`src/rtl/watch_ctrl.sv`:
```
// watch_ctrl: run controller for the 1/100 s stopwatch.
// Each button is synchronized and debounced. The IDLE/RUN/STOP/LAP state
// machine then steps on button presses. The hundredths-tick prescaler runs
// only in RUN and LAP.
//
// Ports:
//   CLK       in   system clock, rising edge
//   RESET     in   asynchronous active-low reset
//   BTN_SS    in   start/stop button, asynchronous, active-high
//   BTN_LAP   in   lap/clear button, asynchronous, active-high
//   CNT_EN    out  one-cycle pulse: advance the counter by one hundredth
//   CNT_CLR   out  one-cycle pulse: clear the counter
//   DISP_HOLD out  level: freeze the display latch (LAP only)
//   RUNNING   out  level: high in RUN or LAP
//   STATE     out  current state: 00 IDLE, 01 RUN, 10 STOP, 11 LAP
//
// Handshake note: there is no valid/ready traffic here. Each press is a
// single-cycle event, and every output is a registered level or pulse.
module watch_ctrl #(
    parameter int TICK_DIV   = 400000,
    parameter int DEB_CYCLES = 400000
) (
    input  logic       CLK,
    input  logic       RESET,
    input  logic       BTN_SS,
    input  logic       BTN_LAP,
    output logic       CNT_EN,
    output logic       CNT_CLR,
    output logic       DISP_HOLD,
    output logic       RUNNING,
    output logic [1:0] STATE
);

    localparam int DW = $clog2(DEB_CYCLES + 1);
    localparam int PW = $clog2(TICK_DIV);

    typedef enum logic [1:0] {
        S_IDLE = 2'b00,
        S_RUN  = 2'b01,
        S_STOP = 2'b10,
        S_LAP  = 2'b11
    } state_t;

    // Index 0 is the start/stop channel; index 1 is the lap/clear channel.
    logic [1:0]    btn;
    logic [1:0]    sync1_q, sync2_q;
    logic [1:0]    level_q, level_d;
    logic [1:0]    press_q, press_d;
    logic [DW-1:0] deb_cnt_q [2];
    logic [DW-1:0] deb_cnt_d [2];

    state_t        state_q, state_d;
    logic [PW-1:0] presc_q, presc_d;
    logic          en_d, clr_d;
    logic          ss_ev, lap_ev;

    assign btn   = {BTN_LAP, BTN_SS};
    assign STATE = state_q;

    // Debouncer. A mismatch cycle that would bring the count to DEB_CYCLES
    // accepts the new level and clears the count in the same cycle.
    // Only a rising accepted level produces a press event.
    always_comb begin
        for (int i = 0; i < 2; i++) begin
            level_d[i]   = level_q[i];
            press_d[i]   = 1'b0;
            deb_cnt_d[i] = '0;
            if (sync2_q[i] != level_q[i]) begin
                if (deb_cnt_q[i] == DW'(DEB_CYCLES - 1)) begin
                    level_d[i] = sync2_q[i];
                    press_d[i] = sync2_q[i];
                end else begin
                    deb_cnt_d[i] = deb_cnt_q[i] + 1'b1;
                end
            end
        end
    end

    // If both presses arrive in the same cycle, start/stop wins.
    assign ss_ev  = press_q[0];
    assign lap_ev = press_q[1] & ~press_q[0];

    always_comb begin
        state_d = state_q;
        clr_d   = 1'b0;
        case (state_q)
            S_IDLE: if (ss_ev) state_d = S_RUN;
            S_RUN: begin
                if (ss_ev)       state_d = S_STOP;
                else if (lap_ev) state_d = S_LAP;
            end
            S_LAP: begin
                if (ss_ev)       state_d = S_STOP;
                else if (lap_ev) state_d = S_RUN;
            end
            S_STOP: begin
                if (ss_ev) begin
                    state_d = S_RUN;
                end else if (lap_ev) begin
                    state_d = S_IDLE;
                    clr_d   = 1'b1;
                end
            end
            default: state_d = S_IDLE;
        endcase
    end

    // The prescaler counts on the current state. A wrap on the stop edge
    // still fires. STOP holds the partial tick so a resume continues it.
    always_comb begin
        presc_d = presc_q;
        en_d    = 1'b0;
        if (state_q == S_RUN || state_q == S_LAP) begin
            if (presc_q == PW'(TICK_DIV - 1)) begin
                presc_d = '0;
                en_d    = 1'b1;
            end else begin
                presc_d = presc_q + 1'b1;
            end
        end
        if (state_d == S_IDLE) presc_d = '0;
    end

    always_ff @(posedge CLK or negedge RESET) begin
        if (!RESET) begin
            sync1_q   <= '0;
            sync2_q   <= '0;
            level_q   <= '0;
            press_q   <= '0;
            for (int i = 0; i < 2; i++) deb_cnt_q[i] <= '0;
            state_q   <= S_IDLE;
            presc_q   <= '0;
            CNT_EN    <= 1'b0;
            CNT_CLR   <= 1'b0;
            DISP_HOLD <= 1'b0;
            RUNNING   <= 1'b0;
        end else begin
            sync1_q   <= btn;
            sync2_q   <= sync1_q;
            level_q   <= level_d;
            press_q   <= press_d;
            for (int i = 0; i < 2; i++) deb_cnt_q[i] <= deb_cnt_d[i];
            state_q   <= state_d;
            presc_q   <= presc_d;
            CNT_EN    <= en_d;
            CNT_CLR   <= clr_d;
            DISP_HOLD <= (state_d == S_LAP);
            RUNNING   <= (state_d == S_RUN) || (state_d == S_LAP);
        end
    end

endmodule

```
`config.mk`:
```
export PLATFORM = sky130hd
export DESIGN_NAME = watch_ctrl
export DESIGN_NICKNAME = d
export VERILOG_FILES = /design/src/rtl/watch_ctrl.sv
export SDC_FILE = /design/constraint.sdc
export NUM_CORES = 1
export LEC_CHECK = 0
export CAP_MARGIN = 20
export CORE_ASPECT_RATIO = 1.25
export CORE_MARGIN = 4
export CORE_UTILIZATION = 25
export CTS_CLUSTER_DIAMETER = 30
export DETAILED_ROUTE_END_ITERATION = 12
export PLACE_DENSITY_LB_ADDON = 0.12
export SYNTH_ARGS = -nofsm -noshare
export SYNTH_HDL_FRONTEND = slang
export SYNTH_SLANG_ARGS = --single-unit
```
`constraint.sdc`:
```
create_clock -name CLK -period 5.4 [get_ports CLK]
set_clock_uncertainty 0.1 [all_clocks]
set_input_delay 1.08 -clock CLK [delete_from_list [all_inputs] [get_ports CLK]]
set_output_delay 1.08 -clock CLK [all_outputs]
set_load 0.03 [all_outputs]
```
Fig. 1: run 1, a small window of the routed layout
Bar = 10 um. Region (36, 21) to (76, 61) um. Cells in gray, sequential cells in the stronger gray; small squares are vias.
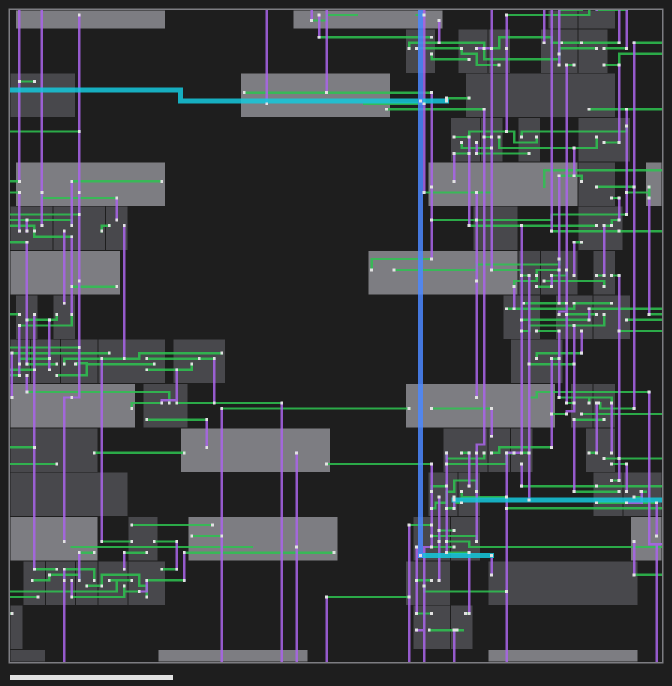
- met1: green
- met2: purple
- met3: cyan
- met4: blue
- cells with their middle in the window: 65
- netlist names of flops here include: deb_cnt_q (4), presc_q (3), press_q (2)
- most frequent: dfrtp_1 (10), nand2_1 (9), nand3_1 (6)
- sequential cells in the window: 10

Fig. 2: run 1, metal 2
Bar = 20 um. Cells faint in the background.
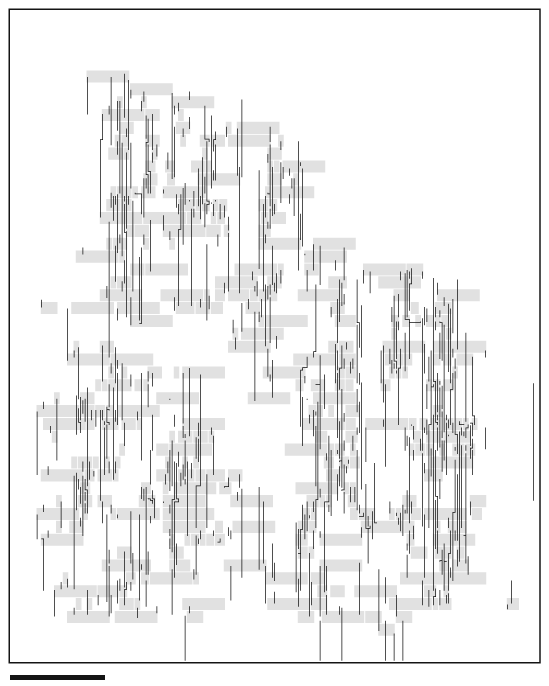
- share of all routed wire: 49%
- wire length on this layer: 3,380 um
- longest straight run: 37.1 um
- main direction: vertical
- nets with wire on the layer: 292
Post-Route WL: 6846 um
grt met2 use: 0.1657
Vias: 2,440

Fig. 3: run 1, M1 wires
Bar = 20 um. Supply wires on this layer in gray. Cells faint in the background.
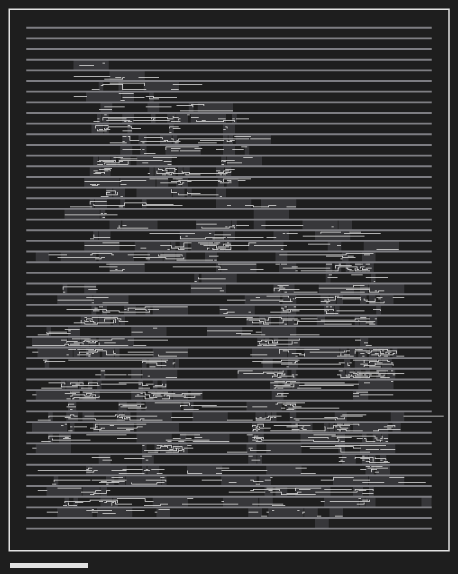
- longest straight run: 25.3 um
- main direction: horizontal
- wire length on this layer: 3,140 um
- nets with wire on the layer: 343
- share of all routed wire: 46%
met1 usage: 0.1169

==> Slide: Implementation Results, run 1 <==
Physical Implementation Snapshot

Final timing
  • Slew @ Worst Pin: a little under 1 ns
  • Final hold vios: 0
  • TNS Setup: 0 ns
  • Rel. slew slack: 0.3501

Drt
  • Max layer used: met4
  • Routed Antenna Nets: 0
  • Drt via density: 4.604
  • WL/cell: between 10 and 15 um
  • DRC viols: 0
  • 1st-iter DRT viols: between 100 and 150
  • Router iterations before antenna repair: 4
  • Met3 wire length: approximately 160 um

Die
  • Core area: ~13,000 sq um
  • Die W: 111.8 um
  • Initial Util: 0.2547
  • Die ar.: 15,410 sq um
  • Cell Rows: 47
  • IO Pins: 10

Clocking
  • TritonCTS Buffers: 9
  • PostCTS Resize Cnt: 0
  • Clock transition at the registers of the reported paths: 0.06 ns
  • Latency at later pin: between 0.3 and 0.4 ns
  • Cts hold-fix bufs: 0
  • CTS tree: yes

Finish
  • Comb_multi_in: 254
  • Final non-clock buffer share: 0.02229
  • Commonest Layout Cell: dfrtp_1
  • # clk buffers: 9
  • Register area: around 1800 sq um
  • Flop share of the area: 0.4522
  • Nonclk buf count: 9
  • Logic area: 1511 sq um
  • Biggest regs: deb_cnt_q x38, presc_q x19
  • Share of layout cells above drive strength 1: 0.06128
  • Top reg by flops: deb_cnt_q
  • Flip-flops: 71

Logic synthesis
  • Basic Gates by Area: 0.2488
  • Register area share after synthesis: 0.5273
  • Xor/xnor share: 0.09877
  • Post-synth top cells: dfrtp_1 (71), nor2_1 (51), nand2_1 (36), nand3_1 (24), xor2_1 (23)
  • Yosys cell count: between 300 and 400
  • Adder Share, Synth: 0.01114
  • Most common cell in the synthesized netlist: dfrtp_1
  • Mux area share: 0.03082
  • EDFF count, synth: 0
  • Synth Warn #: 0
  • Aoi share: 0.05904
  • Register bit count reported by yosys: 71
  • Cell count after synthesis: approximately 340
  • Async SR Flop Fraction: 1.000

Global routing
  • Total gr overflow: 0
  • Grt peak-use layer: met2
  • Tot GR Track Use: 0.09807
  • Largest net degree at the start of global routing: around 70
  • Number of global-route vias before repair: about 2,500
  • Initial antenna violation count: 0
  • Grt met3 use: 0.01845

Placement
  • Post-place setup slack: between 2 and 3 ns
  • Final GP Congestion: between 0.7 and 0.8

Pwr
  • Clock power frac: 0.517
  • Part of the power in combinational logic: 0.020
  • Sequential share of power: 0.463
  • Pwr dens: ~300 nW/um^2

Worst setup path
  • CP startpoint: STATE[0]
  • Nature of the critical path endpoint: primary output
  • Reg-to-reg slack, setup: about 2.7 ns
  • Worst reg2reg startpoint: presc_q[15]
  • Type of origin of the critical path: register
  • Crit-path slowest cell: clkdlybuf4s50_1
  • Worst EP arrival: between 1.5 and 2 ns
  • CP Depth: 1
  • Buf+Inv Stages, Crit Path: 1
  • Worst setup path end: STATE[0]
  • CP top delay family: buffers and inverters

Job
  • MaxCap Viol Count: 0

Hold path
  • Hold endpoint: sync2_q[1]
  • Critical hold path startpoint: sync1_q[1]
  • Hold depth: 0

Run status
  • Status: finished, final reports clean
## run 1: metrics by stage
step | area (sq um) | power, uW | hold WS, ns | util
2_1_floorplan | 3369 | 560.5 | 0.2312 | -
3_3_place_gp | 3623 | 576.5 | 0.2390 | 0.2739
3_5_place_dp | 3623 | 576.6 | 0.2355 | 0.2739
4_1_cts | 3929 | 1194 | 0.2488 | 0.2969
5_1_grt | 3929 | 1218 | 0.2570 | 0.2969
6_report | 3929 | 1171 | 0.2478 | 0.2969
## run 1: power by group through the flow
| stage | Sequential, uW | Clock (uW) | Combinational, uW |
|---|---|---|---|
| floorplan | 550 | 0 | 10.0 |
| global placement | 551 | 0 | 25.3 |
| detailed placement | 551 | 0 | 25.3 |
| CTS | 541 | 627 | 25.4 |
| global route | 542 | 648 | 28.1 |
| finish | 541 | 606 | 23.4 |
==> inputs of run 2 (changes only) <==
==> constraint.sdc (replaced) <==
create_clock -name CLK -period 2.8 [get_ports CLK]
set_clock_uncertainty 0.1 [all_clocks]
set_input_delay 0.56 -clock CLK [delete_from_list [all_inputs] [get_ports CLK]]
set_output_delay 0.56 -clock CLK [all_outputs]
set_load 0.03 [all_outputs]
Fig. 4: run 2, M1 wires
Bar = 20 um. Supply wires on this layer in gray. Cells faint in the background.
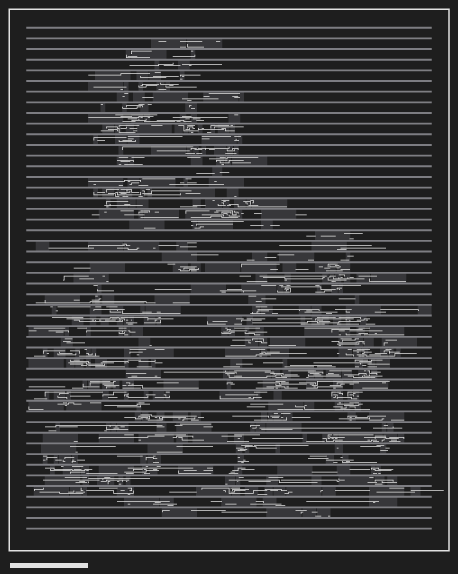
- wire length on this layer: 3,220 um
- main direction: horizontal
- nets with wire on the layer: 347
- share of all routed wire: 47%
Post-Route WL: 6912 um
met1 usage: 0.1192
Vias: 2,458

==> run 2 against run 1 <==
  * Cell area is 1.3% higher
  * Clock-buffer cell count rose by 1
  * Die size did not move
  * Utilization up 0.38 points
  * Critical path type is now reg -> reg
  * Critical endpoint is now presc_q[10]
  * Largest power group unchanged
==> Slide: Implementation Results, run 2 <==
Physical Implementation Snapshot

Drt
  • Drt via density: approximately 4.6
  • WL/cell: 12.85 um
  • WL met1: 3223 um
  • Router iterations before antenna repair: 5
  • Met3 wire length: about 150 um
  • Max layer used: met4
  • Met2 Wirelength: around 3400 um
  • Routed Antenna Nets: 0
  • 1st-iter DRT viols: 85
  • DRC viols: 0

Logic synthesis
  • Cell count after synthesis: about 340
  • Aoi share: 0.05904
  • Register area share after synthesis: 0.5273
  • Syn_nets: ~350
  • Mux area share: 0.03082
  • Xor/xnor share: 0.09877
  • Synthesized area: ~3400 sq um
  • Largest type area fraction: 0.5273
  • Synth Warn #: 0
  • Most common cell in the synthesized netlist: dfrtp_1
  • Register bit count reported by yosys: 71
  • Area leader, netlist: dfrtp_1
  • Top comb family, area: simple AND/OR/NAND/NOR gates
  • Dominant flop cell: dfrtp_1
  • Post-synth top cells: dfrtp_1 (71), nor2_1 (51), nand2_1 (36), nand3_1 (24), xor2_1 (23)
  • Async SR Flop Fraction: 1.000
  • Netlist cell types: 40
  • Top cells, area: dfrtp_1 (53%), xor2_1 (6.0%), nor2_1 (5.7%)
  • Yosys cell count: 343
  • Adder Share, Synth: 0.01114
  • EDFF count, synth: 0
  • Basic Gates by Area: 0.2488
  • Yosys chip area: 3369 sq um
  • Mean Syn Cell Area: 9.824 sq um

Worst setup path
  • Crit-path slowest cell: or4b_1
  • Critical path fanouts, max: 14
  • WP data required: ~3 ns
  • Cell Chain, Critical Path: or4b_1 -> or4_4 -> o31a_1 -> buf_4 -> a21oi_1 -> o22ai_1
  • End of the worst register-to-register path: presc_q[10]
  • Setup Crit Path Kind: reg -> reg
  • CP startpoint: presc_q[15]
  • CP top delay family: simple AND/OR/NAND/NOR gates
  • Nature of the critical path endpoint: register
  • CP Depth: 6
  • Length in cells of the worst reg-to-reg path: 6
  • Buf+Inv Stages, Crit Path: 1
  • Type of origin of the critical path: register
  • Worst EP arrival: approximately 2.7 ns
  • Reg-to-reg slack, setup: around 0.20 ns
  • CP peak stage delay: 0.54 ns
  • Worst reg2reg startpoint: presc_q[15]
  • Worst setup path end: presc_q[10]

Final timing
  • TNS Setup: 0 ns
  • Final worst slack: roughly 0.20 ns
  • Fin crit share: 0.9291
  • Final hold vios: 0
  • Slew @ Worst Pin: around 0.74 ns
  • Max Slew Vio Count: 0
  • Post-layout min period: ~2.6 ns
  • Worst hold margin: slightly below 0.08 ns
  • Fmax: about 380 MHz
  • Rel. slew slack: 0.5040
  • RSZ-0062 raised after global routing: no
  • Setup Viol. Count Final: 0

Die
  • Die Y: roughly 140 um
  • Die ar.: about 15,000 sq um
  • IO Pins: 10
  • Die W: ~110 um
  • Cell Rows: roughly 47
  • Core area: around 13,000 sq um
  • Initial Util: 0.2547

Clocking
  • Clock Tree Buf Depth: 2
  • Latency at later pin: 0.33 ns
  • Clock transition at the registers of the reported paths: roughly 0.060 ns
  • TritonCTS Buffers: 9
  • CTS Root Buffer Type: clkbuf_16
  • CTS Sinks: ~70
  • CTS tree: yes
  • Cts hold-fix bufs: 0
  • Setup bufs post-CTS: 0
  • PostCTS Resize Cnt: 0
  • H-Tree Depth: 3

Global routing
  • Largest net degree at the start of global routing: 38
  • Tot GR Track Use: 0.09837
  • Total gr overflow: 0
  • Grt peak-use layer: met2
  • Grt met3 use: 0.01801
  • First-pass GRT wire length: 12,040 um
  • Number of global-route vias before repair: roughly 2,500
  • Initial antenna violation count: 0

Hold path
  • Min-Delay Path Class: in -> async

Pwr
  • Part of the power in combinational logic: 0.023
  • Switching Share: 0.2308
  • Internal power: around 1700 uW
  • Total power draw: about 2200 uW
  • Pwr dens: 548.2 nW/um^2
  • Leak: approximately 0.0016 uW
  • Clock power frac: 0.499
  • Peak VDD IR: approximately 0.24 mV
  • Sequential share of power: 0.479
  • Switching Power: approximately 500 uW

Placement
  • Placed insts: 522
  • Post-place setup slack: around 0.23 ns
  • Final GP Congestion: about 0.8
  • IO buf count: 9
  • Area post-placement: between 3000 and 4000 sq um
  • DP HPWL: roughly 4800 um

Finish
  • N_diodes: 0
  • NumNets Final: approximately 370
  • Area grow syn2layout: 18.08%
  • Share of layout cells above drive strength 1: 0.08174
  • Final instance area: slightly below 4000 sq um
  • Biggest regs: deb_cnt_q x38, presc_q x19
  • Commonest Layout Cell: dfrtp_1
  • Top reg by flops: deb_cnt_q
  • Largest register FFs: 38
  • Final core utilization: 0.3007
  • Finished Layout Cells: about 540
  • Most numerous logic cells after layout: dfrtp_1 (71), nor2_1 (51), nand2_1 (36), nand3_1 (24), xor2_1 (23)

Run status
  • Status: finished, final reports clean

Job
  • MaxCap Viol Count: 0
  • Total tool warning count: 26
Fig. 5: run 2, metal 2
Bar = 20 um. Cells faint in the background.
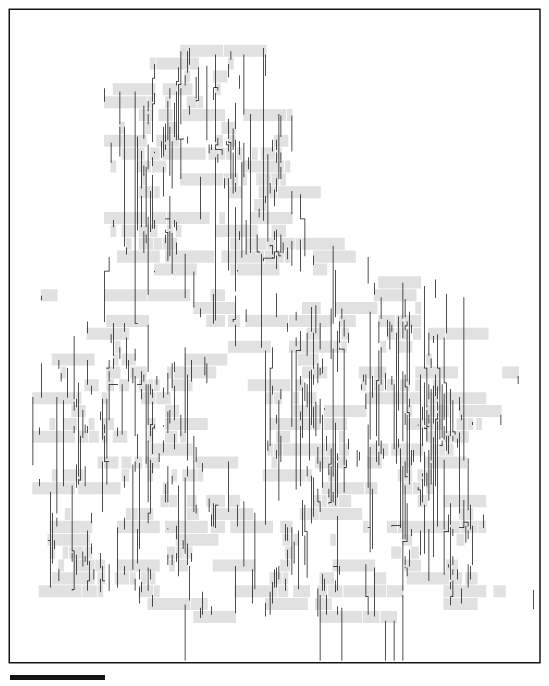
grt met2 use: 0.1607

run 2: cell counts after synthesis:
Identical to the previous run, type by type.
run 2: power by group through the flow:
| stage | Clock (uW) | Combinational, uW | Sequential [uW] |
|---|---|---|---|
| global placement | 0 | 53.4 | 1060 |
| CTS | 1140 | 53.5 | 1040 |
| floorplan | 0 | 19.4 | 1060 |
| finish | 1090 | 49.7 | 1040 |
| global route | 1170 | 59.5 | 1040 |
| detailed placement | 0 | 53.2 | 1060 |
run 2: area by class of cell:
type / instances / area, sq um
Multi-Input combinational cell: 254 / 1511
Fill cell: 1374 / 9253
Tap cell: 171 / 214.0
Clock inverter: 6 / 43.79
Clock buffer: 10 / 239.0
Sequential cell: 71 / 1777
Timing Repair Buffer: 17 / 160.2
Inverter: 9 / 33.78
==> inputs of run 3 (changes only) <==
--- a/config.mk
+++ b/config.mk
@@ -11,7 +11,7 @@
 export CORE_UTILIZATION = 25
 export CTS_CLUSTER_DIAMETER = 30
 export DETAILED_ROUTE_END_ITERATION = 12
-export PLACE_DENSITY_LB_ADDON = 0.12
+export PLACE_DENSITY = 0.42
 export SYNTH_ARGS = -nofsm -noshare
 export SYNTH_HDL_FRONTEND = slang
 export SYNTH_SLANG_ARGS = --single-unit
Fig. 6: run 3, a small window of the routed layout
Bar = 10 um. Region (36, 21) to (76, 61) um. Cells in gray, sequential cells in the stronger gray; small squares are vias.
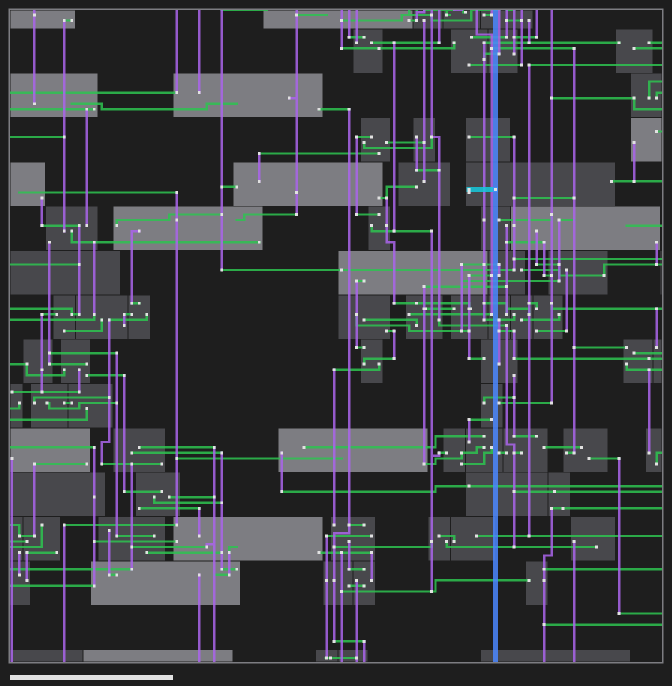
- met3: cyan
- met4: blue
- met2: purple
- met1: green
- cells with their middle in the window: 63
- most frequent: dfrtp_1 (10), nand2_1 (8), nor2_1 (5)
- sequential cells in the window: 10
- netlist names of flops here include: presc_q (4), deb_cnt_q (3), press_q (2)

==> run 3 against run 2 <==
  * Final cell count fell by 0.19%
  * Register-to-register slack better by 0.03 ns
  * Critical path depth stayed put
  * Routed wire length fell by 1.5%
  * Die size unchanged
  * First-iteration DRC count decreased by 8.2%
  * Sequential power about the same
  * Clock power rose by 7%
  * Worst setup slack better by 0.028 ns
  * Critical endpoint unchanged
  * Highest routed layer unchanged
==> Slide: Implementation Results, run 3 <==
Physical Implementation Snapshot

Job
  • Total tool warning count: 26
  • MaxCap Viol Count: 0

Placement
  • DP HPWL: ~4600 um
  • Final GP Congestion: a little under 0.9
  • Placed insts: 521
  • Area post-placement: 3689 sq um
  • IO buf count: 9

Final timing
  • RSZ-0062 raised after global routing: no
  • Rel. slew slack: 0.5502
  • Setup Viol. Count Final: 0
  • Slew @ Worst Pin: between 0.6 and 0.7 ns
  • Post-layout min period: between 2 and 3 ns
  • TNS Setup: 0 ns
  • Final worst slack: 0.2267 ns

Pwr
  • Clock power frac: 0.517
  • Largest power group: clock
  • Peak VDD IR: slightly below 0.3 mV
  • Sequential share of power: 0.461
  • Part of the power in combinational logic: 0.022
  • Internal power: roughly 1800 uW
  • Total power draw: about 2300 uW

Logic synthesis
  • Basic Gates by Area: 0.2488
  • Synth Warn #: 0
  • Most common cell in the synthesized netlist: dfrtp_1
  • Yosys cell count: ~340
  • Mux area share: 0.03082
  • Syn_nets: roughly 350
  • Yosys chip area: 3369 sq um
  • Cell count after synthesis: about 340
  • Netlist cell types: approximately 40
  • Dominant flop cell: dfrtp_1
  • Top cells, area: dfrtp_1 (53%), xor2_1 (6.0%), nor2_1 (5.7%)
  • Post-synth top cells: dfrtp_1 (71), nor2_1 (51), nand2_1 (36), nand3_1 (24), xor2_1 (23)

Drt
  • Router iterations before antenna repair: 4
  • WL/cell: about 13 um
  • Post-Route WL: ~6800 um
  • Drt via density: about 4.5
  • 1st-iter DRT viols: 78
  • Met2 Wirelength: 3268 um
  • DRC viols: 0
  • Routed Antenna Nets: 0

Clocking
  • Clock Tree Buf Depth: 2
  • Clock transition at the registers of the reported paths: ~0.060 ns
  • CTS tree: yes
  • TritonCTS Buffers: 9

Worst setup path
  • Worst setup path end: presc_q[10]
  • CP startpoint: presc_q[15]
  • Critical path fanouts, max: 14
  • Nature of the critical path endpoint: register

Die
  • Die ar.: 15,410 sq um
  • Core area: ~13,000 sq um
  • IO Pins: 10

Finish
  • Top reg by flops: deb_cnt_q
  • Final instance area: between 3000 and 4000 sq um
  • Biggest regs: deb_cnt_q x38, presc_q x19
  • Share of layout cells above drive strength 1: 0.07923
  • NumNets Final: approximately 370
  • Finished Layout Cells: about 540
  • Final core utilization: 0.3019
  • Filler cells: 1,385

Global routing
  • Tot GR Track Use: 0.09929
  • Initial antenna violation count: 0
  • Largest net degree at the start of global routing: roughly 46
  • First-pass GRT wire length: 12,070 um

Run status
  • Status: finished, final reports clean
Fig. 7: run 3, metal 2
Bar = 20 um. Cells faint in the background.
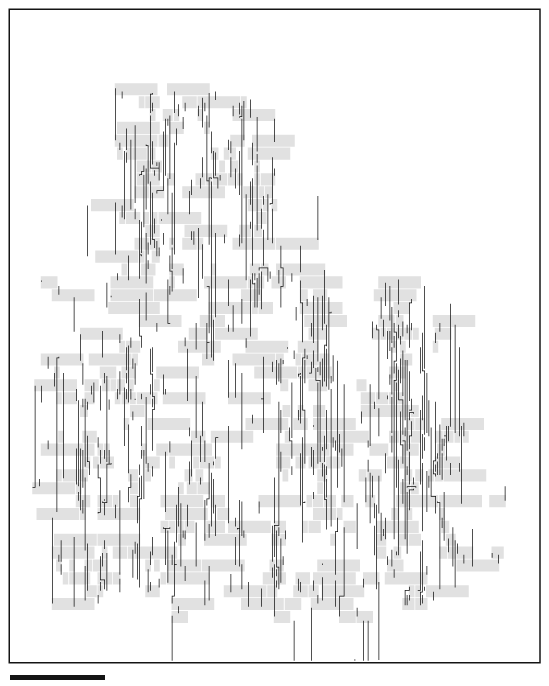
- main direction: vertical
- longest straight run: 37.1 um
- share of all routed wire: 48%
- wire length on this layer: 3,270 um
grt met2 use: 0.1670
Vias: 2,439

run 3: cell counts after synthesis:
Identical to the previous run, type by type.
run 3: critical path, cell delays in order (launching register included):
cell and delay [ns]:
dfrtp_1 0.43, or4b_1 0.54, or4_4 0.50, o31a_1 0.42, buf_4 0.24, a21oi_1 0.12, o22ai_1 0.09
run 3: layout make-up:
cell class              count  area [sq um]  share of cell area
clock buffers              10         239.0             0.05982
repair buffers             16         152.6             0.03821
flip-flops and latches     71          1777              0.4447
multi-input cells         254          1511              0.3783
clock inverters             6         67.56             0.01691
inverters                   9         33.78            0.008456
well taps                 171         214.0             0.05355
run 3: layer usage:
metal | global-route usage | up-vias
met1 | 0.1150 | 1183
li1 | - | 1222
met5 | 0 | -
met4 | 0.06220 | 0
met2 | 0.1670 | 22
met3 | 0.02197 | 12
No activity file was given, so power comes from the tool's default toggle rates.
